### config.mk
export PLATFORM = sky130hd
export DESIGN_NAME = muldiv_sequencer
export DESIGN_NICKNAME = d
export VERILOG_FILES = /design/src/rtl/muldiv_sequencer.sv
export SDC_FILE = /design/constraint.sdc
export NUM_CORES = 1
export LEC_CHECK = 0
export ABC_AREA = 0
export CAP_MARGIN = 10
export CORE_MARGIN = 1.5
export CORE_UTILIZATION = 55
export CTS_CLUSTER_DIAMETER = 200
export DETAILED_ROUTE_END_ITERATION = 8
export GPL_TIMING_DRIVEN = 0
export MAX_ROUTING_LAYER = met4
export PLACE_DENSITY = 0.73
export SETUP_SLACK_MARGIN = 0.3
export SLEW_MARGIN = 20
export SYNTH_ARGS = -nofsm -noshare
export SYNTH_HDL_FRONTEND = slang
export SYNTH_SLANG_ARGS = --single-unit
### constraint.sdc
create_clock -name clk -period 9.3 [get_ports clk]
set_clock_uncertainty 0.05 [all_clocks]
set_input_delay 1.395 -clock clk [delete_from_list [all_inputs] [get_ports clk]]
set_output_delay 1.395 -clock clk [all_outputs]
set_load 0.03 [all_outputs]
### src/rtl/muldiv_sequencer.sv
// Iterative RV32M multiply/divide unit: shift-add multiply and restoring divide,
// sequenced by an IDLE/CALC/FIX/DONE FSM that stalls the pipeline while it runs.
module muldiv_sequencer #(
    parameter int unsigned WIDTH = 32
) (
    input  logic             clk,
    input  logic             rst_n,
    input  logic             Start,
    input  logic             Kill,
    input  logic [2:0]       Funct3,
    input  logic [WIDTH-1:0] SrcA,
    input  logic [WIDTH-1:0] SrcB,
    output logic [WIDTH-1:0] Result,
    output logic             Done,
    output logic             Busy,
    output logic             Stall
);
    localparam int unsigned ACC_W = 2 * WIDTH + 1;
    localparam int unsigned CNT_W = (WIDTH > 1) ? $clog2(WIDTH) : 1;
    localparam logic [CNT_W-1:0] LAST = CNT_W'(WIDTH - 1);

    typedef enum logic [1:0] {S_IDLE, S_CALC, S_FIX, S_DONE} state_e;

    state_e             state_q, state_d;
    logic [2:0]         funct3_q, funct3_d;
    logic               sign_a_q, sign_a_d;
    logic               sign_b_q, sign_b_d;
    logic               dbz_q, dbz_d;
    logic [WIDTH-1:0]   mag_a_q, mag_a_d;
    logic [WIDTH-1:0]   mag_b_q, mag_b_d;
    logic [CNT_W-1:0]   count_q, count_d;
    logic [ACC_W-1:0]   acc_q, acc_d;
    logic [WIDTH-1:0]   result_q, result_d;
    logic               done_q, done_d;
    logic               busy_q, busy_d;

    logic               in_signed_a, in_signed_b, in_sign_a, in_sign_b;
    logic [WIDTH-1:0]   in_mag_a, in_mag_b;
    logic [WIDTH:0]     mul_sum;
    logic [ACC_W-1:0]   mul_next;
    logic [ACC_W-1:0]   div_sh;
    logic [WIDTH:0]     div_diff;
    logic [ACC_W-1:0]   div_next;
    logic [2*WIDTH-1:0] prod_fix;
    logic [WIDTH-1:0]   quot_fix, rem_fix, fix_result;

    // Operand sign handling: MULHSU keeps B unsigned; the U ops ignore both signs.
    assign in_signed_a = Funct3[2] ? ~Funct3[0] : (Funct3[1:0] != 2'b11);
    assign in_signed_b = Funct3[2] ? ~Funct3[0] : ~Funct3[1];
    assign in_sign_a   = in_signed_a & SrcA[WIDTH-1];
    assign in_sign_b   = in_signed_b & SrcB[WIDTH-1];
    assign in_mag_a    = in_sign_a ? -SrcA : SrcA;
    assign in_mag_b    = in_sign_b ? -SrcB : SrcB;

    // One iteration step of each algorithm plus the FIX-stage sign correction.
    always_comb begin
        mul_sum  = acc_q[ACC_W-1:WIDTH] + {1'b0, mag_a_q};
        mul_next = acc_q[0] ? ({mul_sum, acc_q[WIDTH-1:0]} >> 1) : (acc_q >> 1);

        div_sh   = {acc_q[ACC_W-2:0], 1'b0};
        div_diff = div_sh[ACC_W-1:WIDTH] - {1'b0, mag_b_q};
        div_next = div_diff[WIDTH] ? {1'b0, div_sh[ACC_W-2:0]}
                                   : {1'b0, div_diff[WIDTH-1:0], div_sh[WIDTH-1:1], 1'b1};

        prod_fix = (sign_a_q ^ sign_b_q) ? -acc_q[2*WIDTH-1:0] : acc_q[2*WIDTH-1:0];
        if (dbz_q) begin
            quot_fix = '1;
            rem_fix  = sign_a_q ? -mag_a_q : mag_a_q;
        end else begin
            quot_fix = (sign_a_q ^ sign_b_q) ? -acc_q[WIDTH-1:0] : acc_q[WIDTH-1:0];
            rem_fix  = sign_a_q ? -acc_q[2*WIDTH-1:WIDTH] : acc_q[2*WIDTH-1:WIDTH];
        end

        case (funct3_q)
            3'b000:                 fix_result = prod_fix[WIDTH-1:0];
            3'b001, 3'b010, 3'b011: fix_result = prod_fix[2*WIDTH-1:WIDTH];
            3'b100, 3'b101:         fix_result = quot_fix;
            default:                fix_result = rem_fix;
        endcase
    end

    // Next-state and register update logic.
    always_comb begin
        state_d  = state_q;
        funct3_d = funct3_q;
        sign_a_d = sign_a_q;
        sign_b_d = sign_b_q;
        dbz_d    = dbz_q;
        mag_a_d  = mag_a_q;
        mag_b_d  = mag_b_q;
        count_d  = count_q;
        acc_d    = acc_q;
        result_d = result_q;
        done_d   = 1'b0;

        case (state_q)
            S_IDLE: begin
                if (Start && !Kill) begin
                    state_d  = S_CALC;
                    funct3_d = Funct3;
                    sign_a_d = in_sign_a;
                    sign_b_d = in_sign_b;
                    dbz_d    = Funct3[2] & (SrcB == '0);
                    mag_a_d  = in_mag_a;
                    mag_b_d  = in_mag_b;
                    count_d  = '0;
                    // Low half seeds the multiplier (multiply) or the dividend (divide).
                    acc_d    = {1'b0, {WIDTH{1'b0}}, (Funct3[2] ? in_mag_a : in_mag_b)};
                end
            end
            S_CALC: begin
                if (Kill) begin
                    state_d = S_IDLE;
                end else begin
                    acc_d   = funct3_q[2] ? div_next : mul_next;
                    count_d = count_q + CNT_W'(1);
                    if (count_q == LAST) begin
                        state_d = S_FIX;
                    end
                end
            end
            S_FIX: begin
                if (Kill) begin
                    state_d = S_IDLE;
                end else begin
                    state_d  = S_DONE;
                    result_d = fix_result;
                    done_d   = 1'b1;
                end
            end
            default: begin
                state_d = S_IDLE;
            end
        endcase

        busy_d = (state_d != S_IDLE);
    end

    always_ff @(posedge clk or negedge rst_n) begin
        if (!rst_n) begin
            state_q  <= S_IDLE;
            funct3_q <= '0;
            sign_a_q <= 1'b0;
            sign_b_q <= 1'b0;
            dbz_q    <= 1'b0;
            mag_a_q  <= '0;
            mag_b_q  <= '0;
            count_q  <= '0;
            acc_q    <= '0;
            result_q <= '0;
            done_q   <= 1'b0;
            busy_q   <= 1'b0;
        end else begin
            state_q  <= state_d;
            funct3_q <= funct3_d;
            sign_a_q <= sign_a_d;
            sign_b_q <= sign_b_d;
            dbz_q    <= dbz_d;
            mag_a_q  <= mag_a_d;
            mag_b_q  <= mag_b_d;
            count_q  <= count_d;
            acc_q    <= acc_d;
            result_q <= result_d;
            done_q   <= done_d;
            busy_q   <= busy_d;
        end
    end

    assign Result = result_q;
    assign Done   = done_q;
    assign Busy   = busy_q;
    // Combinational so the request cycle itself is already held.
    assign Stall  = ((state_q == S_IDLE) & Start & ~Kill) | (state_q == S_CALC) | (state_q == S_FIX);

endmodule

==> run notes, run 1 <==
Figures from the flow reports.

Yosys:
- The run puts the total standard cell area after synthesis at 16300 µm².
- In this run, synthesis produced a sequential element count of 175.
- The run gives the number of cell instances after yosys synthesis as 2111.
- The run gives the total cell area reported by yosys after synthesis as 16300 µm².
- The main area contributors are dfrtp_1, o21ai_0, xor2_1, xnor2_1, nand2_1.
- The run puts the number of flops mapped to enable cells by yosys at 0.
- Per the synthesis report, the dominant area consumer among library cells is dfrtp_1.
- The run gives the fraction of the mapped netlist area in simple logic gates as 18.6%.
- nand2_1 is the most common cell in the netlist.
- The run gives the largest family of logic cells by area as AND-OR/OR-AND gates.

Hold path:
- The run gives the sink of the worst hold path as Result[27].

Finish:
- The largest register by flop count is acc_q.
- Ranking logic cells in the layout by count gives the top entries nand2_1, o21ai_0, a21oi_1, dfrtp_1, nor2_1.
- The run gives the largest cell class by area as logic gates.
- The run puts the number of filler cells placed in the layout at 2579.
- The run puts the number of standard cells in the final layout excluding fillers at 2633.
- The run gives the number of antenna diodes as 0.
- The run gives the clock buffer count as 18.
- The run puts the cell area after layout at 18500 µm².
- The run puts the area share of buffers outside the clock network at 9.14%.

Die:
- The run puts the boundary pin count at 106.
- The run puts the die area at 30700 µm².
- The run gives the initial standard-cell utilization of the core as 56.3%.
- The run puts the die width at 175 µm.

Setup path:
- Per STA, the worst path is made up of clkdlybuf4s50_1, nor2_1, nand3b_1, clkbuf_1, clkbuf_1, buf_1, nand3_1, clkdlybuf4s50_1.
- The run gives the depth of the worst register-to-register path as 14.
- The run gives the maximum cell stage delay along the critical path as 0.70 ns.

Global route:
- The run gives the initial antenna violation count as 0.
- The run gives the global-route wire length before repair as 102000 µm.

STA:
- Once routing completed, OpenROAD measured the worst setup slack at 2.75 ns.
- Setup violations remaining at the end of the flow were counted as 0.
- The run gives the number of max-slew violations in the final report as 0.
- Setup repair after global routing left no endpoint under its margin.

Route:
- The run puts the post-detailed-route via-to-cell ratio at 6.78.
- The detail route stage leaves a number of antenna-violating nets equal to 0.
- The run puts the first-pass iteration count of the detailed router at 9.
- The run gives the number of DRC violations after detailed routing as 1.
- The run puts the routed length on met3 at 8870 µm.
- In this run, the number of DRC markers left after iteration 0 of detailed routing was 2721.
- The routed design uses 28400 µm of met2 wire.

Pwr:
- In this run switching power makes up 54.6% of total power.
- The run puts the leakage power at 0.00768 µW.
- The run puts the power spent charging and discharging nets at 3060 µW.
- The run puts the portion of total power attributed to combinational logic at 64.5%.
- Power attributed to sequential cells is 1230 µW.

Placement:
- The run puts the number of I/O port buffers at 104.
- After legalization and detailed placement, the total HPWL measured 53700 µm.

CTS:
- Looking at the clock tree report, the root buffer type is clkbuf_16.
- The clock drives 175 sinks.
- The run puts the total clock buffers created by CTS at 17.

Run:
- The run gives the number of maximum-capacitance violations as 0.

Outcome:
- The run finished, with violations left.
- The checks that failed: DRC.
==> run_1/clock_map.png <==
Drawn at 2 px/µm.
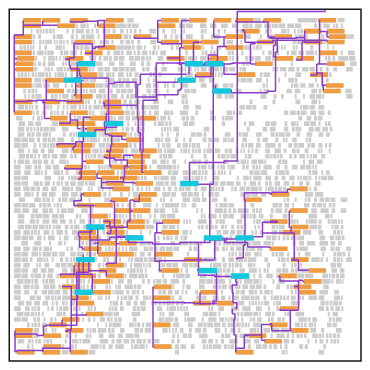
Key: purple = clock wires [length 2610 µm]; orange = flip-flops [count 175]; cyan = cells driving clock nets [count 17]
Position of the flops: widely spread.
clock group power: 758 µW
clk_lat worst skew: 0.47 ns

==> run_1/registers.png <==
Drawn at 1.5 px/µm. Other sequential cells in the stronger gray, the rest of the logic in the fainter gray.
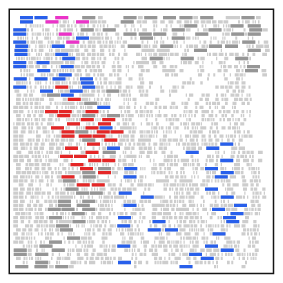
Key: blue = acc_q [flops 64, where widely spread]; red = mag_a_q [flops 32]; magenta = count_q [flops 5, where upper left]
Another 74 sequential cells are not colored.

==> run_1/final_congestion.png <==
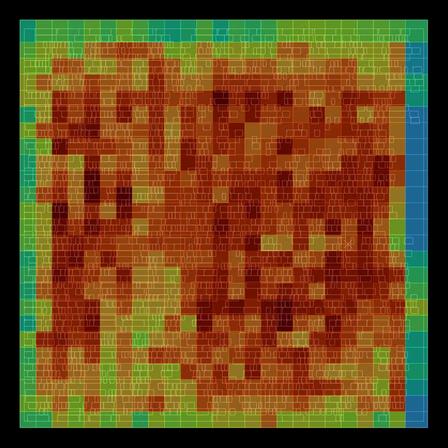
met2 capacity usage during global routing: 65.3%
GR Util met1: 58.6%
met3 global-route usage: 11.7%
core utilization of the finished layout: 63.8%

==> run_1/met3.png <==
Drawn at 1.5 px/µm.
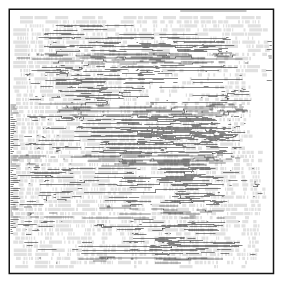
The wires run mostly horizontal. 481 nets have wire on it.
routed vias: 17.9k
post-detailed-routing wire length: 68500 µm

--- run 2 (diff from run 1) ---
==> constraint.sdc (replaced) <==
create_clock -name clk -period 6.2 [get_ports clk]
set_clock_uncertainty 0.05 [all_clocks]
set_input_delay 0.93 -clock clk [delete_from_list [all_inputs] [get_ports clk]]
set_output_delay 0.93 -clock clk [all_outputs]
set_load 0.03 [all_outputs]
==> run_2/met3.png <==
Drawn at 1.5 px/µm.
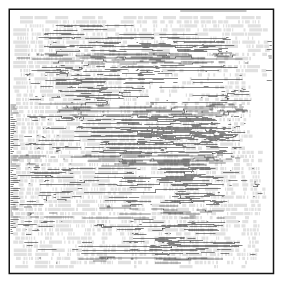

==> run_2/registers.png <==
Drawn at 1.5 px/µm. Other sequential cells in the stronger gray, the rest of the logic in the fainter gray.
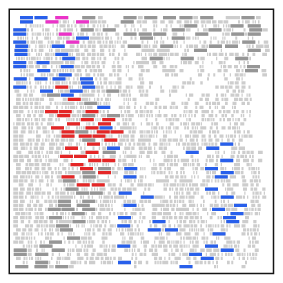
Key: magenta = count_q [flops 5, where upper left]; red = mag_a_q [flops 32]; blue = acc_q [flops 64, where widely spread]

==> run_2/metal_stack.png <==
Drawn at 1.5 px/µm.
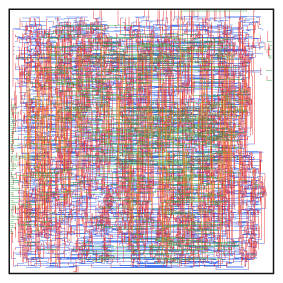
Key: orange = met4 [wire length 4730 µm]; blue = met1 [wire length 26.5 mm]; green = met3 [wire length 8870 µm]; red = met2 [wire length 28.4 mm]

==> run 2 against run 1 <==
- the run still ends with DRC left
- utilization did not move
- die size did not move
- combinational power rose by about 50%
- via count did not move
- first-iteration DRC count did not move
- critical path depth did not move
- worst hold slack got worse by 0.089 ns
- design area did not move
- clock-buffer cell count did not move
- critical path type unchanged
==> run notes, run 2 <==
Figures from the flow reports.

Outcome:
- The flow ran to the end, but the final reports show violations.
- The checks that failed: DRC.

Global route:
- The run puts the met2 routing resource usage after global routing at 65.3% (unchanged).
- The global-route wire length before repair came to 102000 µm (unchanged).
- The global-route track usage on met1 was 58.6% (unchanged).
- The run puts the initial antenna violation count at 0 (unchanged).

Finish:
- The run puts the cell area after layout at 18500 µm² (unchanged).
- The largest register by flop count is acc_q.
- The run puts the clock buffer count at 18 (unchanged).
- The top cell types in the final layout, fill and taps aside, are nand2_1, o21ai_0, a21oi_1, dfrtp_1, nor2_1.
- The run gives the share of the core filled with cells as 63.8% (unchanged).
- By area, the class that comes first in the final layout consists of logic gates.
- The number of standard cells in the final layout excluding fillers is 2633 (unchanged).
- The run gives the number of antenna diodes as 0 (unchanged).
- The run gives the area share of buffers outside the clock network as 9.14% (unchanged).
- The number of filler cells placed in the layout is 2579 (unchanged).

Route:
- The number of DRC violations after detailed routing came to 1 (unchanged).
- The run gives the total via count after detailed routing as 17.9k (unchanged).
- The number of nets with antenna violations after detailed routing came to 0 (unchanged).
- The final wirelength came to 68500 µm (unchanged).
- The first-pass iteration count of the detailed router came to 9 (unchanged).
- The run puts the routed length on met3 at 8870 µm (unchanged).
- The run gives the detailed router's first-iteration violation count as 2721 (unchanged).
- The run puts the post-detailed-route via-to-cell ratio at 6.78 (unchanged).

Yosys:
- The fraction of the mapped netlist area in simple logic gates came to 18.6% (unchanged).
- The run puts the total cell area reported by yosys after synthesis at 16300 µm² (unchanged).
- The run gives the cell type with the largest total area after synthesis as dfrtp_1.
- The run gives the number of cell instances after yosys synthesis as 2111 (unchanged).
- The run gives the largest family of logic cells by area as AND-OR/OR-AND gates.
- The run gives the library cell with the highest instance count after synthesis as nand2_1.
- The total standard cell area after synthesis came to 16300 µm² (unchanged).
- The synthesis report lists the most area-consuming cells as dfrtp_1, o21ai_0, xor2_1, xnor2_1, nand2_1.
- The post-synthesis register bit count was 175 (unchanged).

Setup path:
- The run puts the depth of the worst register-to-register path at 14 (unchanged).
- The run gives the maximum cell stage delay along the critical path as 0.70 ns (about the same).
- Listed in order, past its start point the critical path passes clkdlybuf4s50_1, nor2_1, nand3b_1, clkbuf_1, clkbuf_1, buf_1, nand3_1, clkdlybuf4s50_1.

Pwr:
- The sequential power came to 1840 µW (+50%).
- The run puts the leakage power at 0.00768 µW (unchanged).

STA:
- Setup repair after global routing left no endpoint under its margin.
- The number of failing setup endpoints in the final timing report was 0 (unchanged).
- The run gives the number of max-slew violations in the final report as 0 (unchanged).

Die:
- The run gives the die area as 30700 µm² (unchanged).
- The run gives the die width as 175 µm (unchanged).
- The initial standard-cell utilization of the core was 56.3% (unchanged).
- The run gives the boundary pin count as 106 (unchanged).

CTS:
- The total clock buffers created by CTS came to 17 (unchanged).
- The run gives the buffer type at the clock tree root as clkbuf_16.

Run:
- The number of maximum-capacitance violations was 0 (unchanged).

Placement:
- The HPWL after detailed placement is 53700 µm (unchanged).
- The run puts the number of I/O port buffers at 104 (unchanged).
Power figures rest on the tool's default switching activity, not on a simulated workload.
